$ cat src/rtl/snake_pkg.sv
// Shared definitions for the snake display raster and game-step timing.
// Contents: 640x480@60 VGA timing (porches, sync widths, derived totals and
// sync windows), sync polarity, counter widths and the speed_sel -> frames
// per game step lookup.
package snake_pkg;

    localparam int unsigned CNT_W    = 10;
    localparam int unsigned FCNT_W   = 3;

    localparam int unsigned H_ACTIVE = 640;
    localparam int unsigned H_FP     = 16;
    localparam int unsigned H_SYNC   = 96;
    localparam int unsigned H_BP     = 48;
    localparam int unsigned H_TOTAL  = H_ACTIVE + H_FP + H_SYNC + H_BP;
    localparam int unsigned HS_START = H_ACTIVE + H_FP;
    localparam int unsigned HS_END   = HS_START + H_SYNC - 1;

    localparam int unsigned V_ACTIVE = 480;
    localparam int unsigned V_FP     = 10;
    localparam int unsigned V_SYNC   = 2;
    localparam int unsigned V_BP     = 33;
    localparam int unsigned V_TOTAL  = V_ACTIVE + V_FP + V_SYNC + V_BP;
    localparam int unsigned VS_START = V_ACTIVE + V_FP;
    localparam int unsigned VS_END   = VS_START + V_SYNC - 1;

    localparam logic SYNC_POL = 1'b0;

    typedef enum logic [1:0] {
        SPD_8F = 2'd0,
        SPD_4F = 2'd1,
        SPD_2F = 2'd2,
        SPD_1F = 2'd3
    } speed_e;

    // Returns N-1, where N is the number of frames per game step. Using N-1
    // keeps the value inside the 3-bit frame counter range (N=8 -> 7).
    function automatic logic [FCNT_W-1:0] step_last(input logic [1:0] sel);
        logic [FCNT_W-1:0] last;
        case (speed_e'(sel))
            SPD_8F:  last = 3'd7;
            SPD_4F:  last = 3'd3;
            SPD_2F:  last = 3'd1;
            default: last = 3'd0;
        endcase
        return last;
    endfunction

endpackage

$ cat src/rtl/vga_scan_gen_step_divider.sv
// step_divider: counts frames at each vertical-blank point and emits the
// one-clock game-step pulse (updateclock) every N frames.
// Ports:
//   clk_d, rst_n  pixel clock, async active-low reset
//   run           0 holds the pulse off and clears the frame counter
//   speed_sel     frames per step: 0->8, 1->4, 2->2, 3->1
//   blank_pt      strobe, high on the clock whose registered outputs will
//                 present (0, V_ACTIVE)
//   updateclock   registered step pulse, aligned with that presented position
module step_divider
    import snake_pkg::*;
(
    input  logic       clk_d,
    input  logic       rst_n,
    input  logic       run,
    input  logic [1:0] speed_sel,
    input  logic       blank_pt,
    output logic       updateclock
);

    logic [FCNT_W-1:0] frame_cnt_q, frame_cnt_d;
    logic              updateclock_q, updateclock_d;

    // speed_sel is looked at only here, on the blank point, so a change
    // takes effect at the next blank point. Comparing with >= means a count
    // already past the new N-1 fires immediately instead of being skipped.
    always_comb begin
        frame_cnt_d   = frame_cnt_q;
        updateclock_d = 1'b0;
        if (!run) begin
            frame_cnt_d = '0;
        end else if (blank_pt) begin
            if (frame_cnt_q >= step_last(speed_sel)) begin
                updateclock_d = 1'b1;
                frame_cnt_d   = '0;
            end else if (frame_cnt_q != '1) begin
                frame_cnt_d = frame_cnt_q + 1'b1;
            end
        end
    end

    always_ff @(posedge clk_d or negedge rst_n) begin
        if (!rst_n) begin
            frame_cnt_q   <= '0;
            updateclock_q <= 1'b0;
        end else begin
            frame_cnt_q   <= frame_cnt_d;
            updateclock_q <= updateclock_d;
        end
    end

    assign updateclock = updateclock_q;

endmodule

$ cat src/rtl/vga_scan_gen.sv
// vga_scan_gen: raster-scan source for the snake display. Produces the pixel
// position, sync pulses, video_on, a frame_start pulse and the game-step
// pulse (updateclock) issued during vertical blanking.
// Ports:
//   clk_d, rst_n        pixel clock (25 MHz), async active-low reset
//   run, speed_sel      game-step control, see step_divider
//   xCount, yCount      current column / line
//   hsync, vsync        sync outputs, active level = SYNC_POL
//   video_on            inside the visible 640x480 area
//   frame_start         one clock at (0,0)
//   updateclock         one clock at (0,V_ACTIVE) every N frames while run=1
// Timing parameters default to the package values and can be overridden
// (e.g. a reduced raster for quick simulation).
module vga_scan_gen #(
    parameter int unsigned H_ACTIVE = snake_pkg::H_ACTIVE,
    parameter int unsigned H_FP     = snake_pkg::H_FP,
    parameter int unsigned H_SYNC   = snake_pkg::H_SYNC,
    parameter int unsigned H_BP     = snake_pkg::H_BP,
    parameter int unsigned V_ACTIVE = snake_pkg::V_ACTIVE,
    parameter int unsigned V_FP     = snake_pkg::V_FP,
    parameter int unsigned V_SYNC   = snake_pkg::V_SYNC,
    parameter int unsigned V_BP     = snake_pkg::V_BP,
    parameter logic        SYNC_POL = snake_pkg::SYNC_POL
) (
    input  logic                         clk_d,
    input  logic                         rst_n,
    input  logic                         run,
    input  logic [1:0]                   speed_sel,
    output logic [snake_pkg::CNT_W-1:0]  xCount,
    output logic [snake_pkg::CNT_W-1:0]  yCount,
    output logic                         hsync,
    output logic                         vsync,
    output logic                         video_on,
    output logic                         frame_start,
    output logic                         updateclock
);

    localparam int unsigned W = snake_pkg::CNT_W;

    localparam logic [W-1:0] H_LAST  = W'(H_ACTIVE + H_FP + H_SYNC + H_BP - 1);
    localparam logic [W-1:0] V_LAST  = W'(V_ACTIVE + V_FP + V_SYNC + V_BP - 1);
    localparam logic [W-1:0] H_ACT   = W'(H_ACTIVE);
    localparam logic [W-1:0] V_ACT   = W'(V_ACTIVE);
    localparam logic [W-1:0] HS_BEG  = W'(H_ACTIVE + H_FP);
    localparam logic [W-1:0] HS_FIN  = W'(H_ACTIVE + H_FP + H_SYNC - 1);
    localparam logic [W-1:0] VS_BEG  = W'(V_ACTIVE + V_FP);
    localparam logic [W-1:0] VS_FIN  = W'(V_ACTIVE + V_FP + V_SYNC - 1);

    logic [W-1:0] x_q, x_d;
    logic [W-1:0] y_q, y_d;
    logic         hsync_q, hsync_d;
    logic         vsync_q, vsync_d;
    logic         video_on_q, video_on_d;
    logic         frame_start_q, frame_start_d;
    logic         blank_pt;

    // Flags are decoded from the next counter values so that, once
    // registered, they line up with the position presented on the same clock.
    always_comb begin
        x_d = x_q + 1'b1;
        y_d = y_q;
        if (x_q == H_LAST) begin
            x_d = '0;
            y_d = (y_q == V_LAST) ? '0 : y_q + 1'b1;
        end
        hsync_d       = (x_d >= HS_BEG && x_d <= HS_FIN) ? SYNC_POL : ~SYNC_POL;
        vsync_d       = (y_d >= VS_BEG && y_d <= VS_FIN) ? SYNC_POL : ~SYNC_POL;
        video_on_d    = (x_d < H_ACT) && (y_d < V_ACT);
        frame_start_d = (x_d == '0) && (y_d == '0);
        blank_pt      = (x_d == '0) && (y_d == V_ACT);
    end

    always_ff @(posedge clk_d or negedge rst_n) begin
        if (!rst_n) begin
            x_q           <= '0;
            y_q           <= '0;
            hsync_q       <= ~SYNC_POL;
            vsync_q       <= ~SYNC_POL;
            video_on_q    <= 1'b0;
            frame_start_q <= 1'b0;
        end else begin
            x_q           <= x_d;
            y_q           <= y_d;
            hsync_q       <= hsync_d;
            vsync_q       <= vsync_d;
            video_on_q    <= video_on_d;
            frame_start_q <= frame_start_d;
        end
    end

    step_divider u_step_div (
        .clk_d       (clk_d),
        .rst_n       (rst_n),
        .run         (run),
        .speed_sel   (speed_sel),
        .blank_pt    (blank_pt),
        .updateclock (updateclock)
    );

    assign xCount      = x_q;
    assign yCount      = y_q;
    assign hsync       = hsync_q;
    assign vsync       = vsync_q;
    assign video_on    = video_on_q;
    assign frame_start = frame_start_q;

endmodule

$ cat config.mk
export PLATFORM = sky130hd
export DESIGN_NAME = vga_scan_gen
export DESIGN_NICKNAME = d
export VERILOG_FILES = /design/src/rtl/snake_pkg.sv /design/src/rtl/vga_scan_gen_step_divider.sv /design/src/rtl/vga_scan_gen.sv
export SDC_FILE = /design/constraint.sdc
export NUM_CORES = 1
export LEC_CHECK = 0
export ABC_CLOCK_PERIOD_IN_PS = 3800
export CAP_MARGIN = 20
export CORE_MARGIN = 1.5
export CORE_UTILIZATION = 56
export DETAILED_ROUTE_END_ITERATION = 8
export HOLD_SLACK_MARGIN = 0.12
export PLACE_DENSITY = 0.86
export SYNTH_ARGS = -nofsm -noshare
export SYNTH_HDL_FRONTEND = slang
export SYNTH_SLANG_ARGS = --single-unit
$ cat constraint.sdc
create_clock -name clk_d -period 3.8 [get_ports clk_d]
set_input_delay 0.76 -clock clk_d [delete_from_list [all_inputs] [get_ports clk_d]]
set_output_delay 0.76 -clock clk_d [all_outputs]
set_load 0.05 [all_outputs]
### Cells coloured by class

Drawn at 8 px/um.
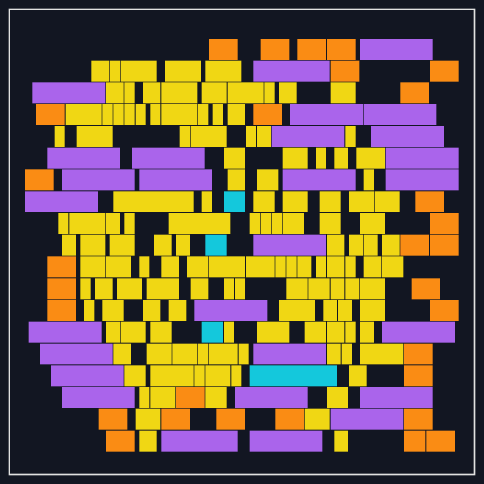
Orange marks remaining buffers and delay cells, cells 30, share of their area 15%. Yellow marks remaining logic cells, cells 133, share of their area 47%. Purple marks sequential cells, cells 28, share of their area 35%. Cyan marks clock drivers and dummy loads, cells 4, share of their area 2.6%.

### Cell outlines without signal wires

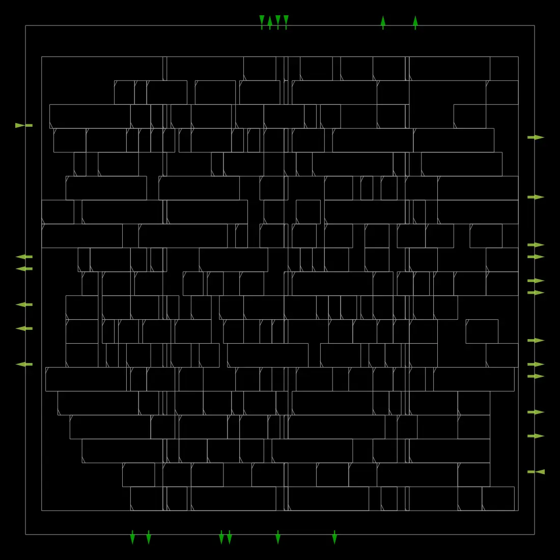
Final Non-Filler Cells: 226
flip-flops: 28

### Metal 3

Drawn at 4 px/um.
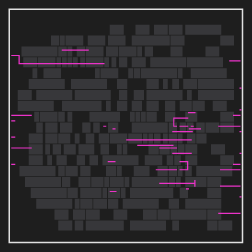
The longest straight run is 21.2 um. 32 nets have wire on it.

### Cells by drive strength

Drawn at 6 px/um.
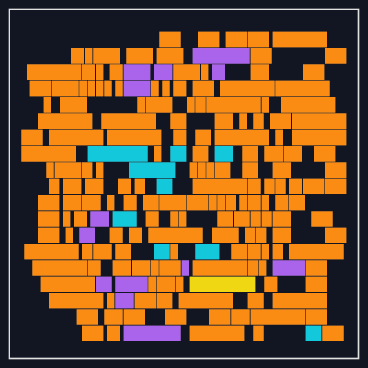
Cyan marks x3 and x4, cells 9, share 4.6%. Yellow marks x6 and larger, cells 1, share 0.51%. Purple marks x2, cells 13, share 6.7%. Orange marks x1 and smaller, cells 172, share 88%.
setup ws final: 0.9931 ns
Finished Cell Area: 0.002029 sq mm
Area Overhead vs Synth: 19.97%

### Where the registers sit

Drawn at 6 px/um. Other sequential cells in the stronger grey, the rest of the logic in the fainter grey.
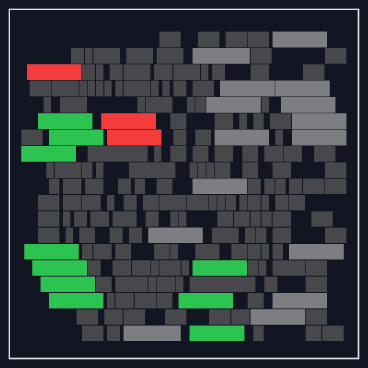
Green marks `xCount`, flops 10. Red marks `u_step_div.frame_cnt_q`, flops 3.
register share of the cell area: 0.3465
storage element area: 703.2 sq um
Seq power: 298 uW
Util after Layout: 0.7235

==> run summary <==
fresh numbers from the pnr run: Critical path origin=xCount[0], Clk Tree Root Cell=clkbuf_4, Clock Latency Late Sink=0.32 ns, Seq/Total Area, Yosys=0.4157, worst-case reg-to-reg path depth=8, sw frac=0.1881, Comb gates=122, Mux area share=0, Hold Crit Class=register to register, CP max stage delay=0.48 ns, antenna viol nets, final=0, Combinational Power=16.3 uW, Adder Share, Synth=0.07396, Max transition margin=0.5922, # H-tree levels=1, final wirelength=3.617 mm, Clock Power Share=0.380, P_clk=193 uW, Int Pwr=411.7 uW, worst hold path depth=1, max cap viols=0, global routing usage on met3=0.02009, final setup violation count=0, M1 WL=1.651 mm, total power=507.1 uW, DRC Markers=0, routability-driven placement congestion ratio=0.8566, Yosys top cell by area=dfrtp_1, GR Layer Usage met1=0.3164, combinational share of cell area=0.4414, core area=0.002805 sq mm, # IOs=30, worst-path cell chain=ha_1, and4_1, and3_1, a21oi_2, or3_4, nor4_4, o2111a_2, o22ai_1, met2 wire length=1.776 mm, Switch Pwr=95.36 uW, wire per inst=16.00 um, Die Width=57.96 um, outcome=finished clean, Setup WS pre-CTS=1.049 ns, Cell Pwr Density=249.8 mW/mm^2, clock tree buffer depth=2, Mapped Cells=168, Top cell excl fill/tap=clkdlybuf4s50_1, post-DP HPWL=2.732 mm, comb. cell area=895.9 sq um, Post-Syn Area=0.001692 sq mm, pin count of the biggest net entering global routing=29, setup tns final=0 ns, Complex Gates by Area=0.1354, Top class by area=logic gates, Hold Buf Count CTS=0, clock buf count=3, CP Capture Point=u_step_div.frame_cnt_q[2], busiest layer in global routing=met2, RR Startpoint=xCount[0], fmax=356.3 MHz, non-clk buf share=0.1467, GRT Residual Overflow=0, die height=57.96 um, XOR Share, Synth=0.05178, Tmin final=2.807 ns, #FFs+latches synth=28, WS Path Type=register to register, cell family with most CP delay=simple AND/OR/NAND/NOR gates
No activity file was given, so power comes from the tool's default toggle rates.
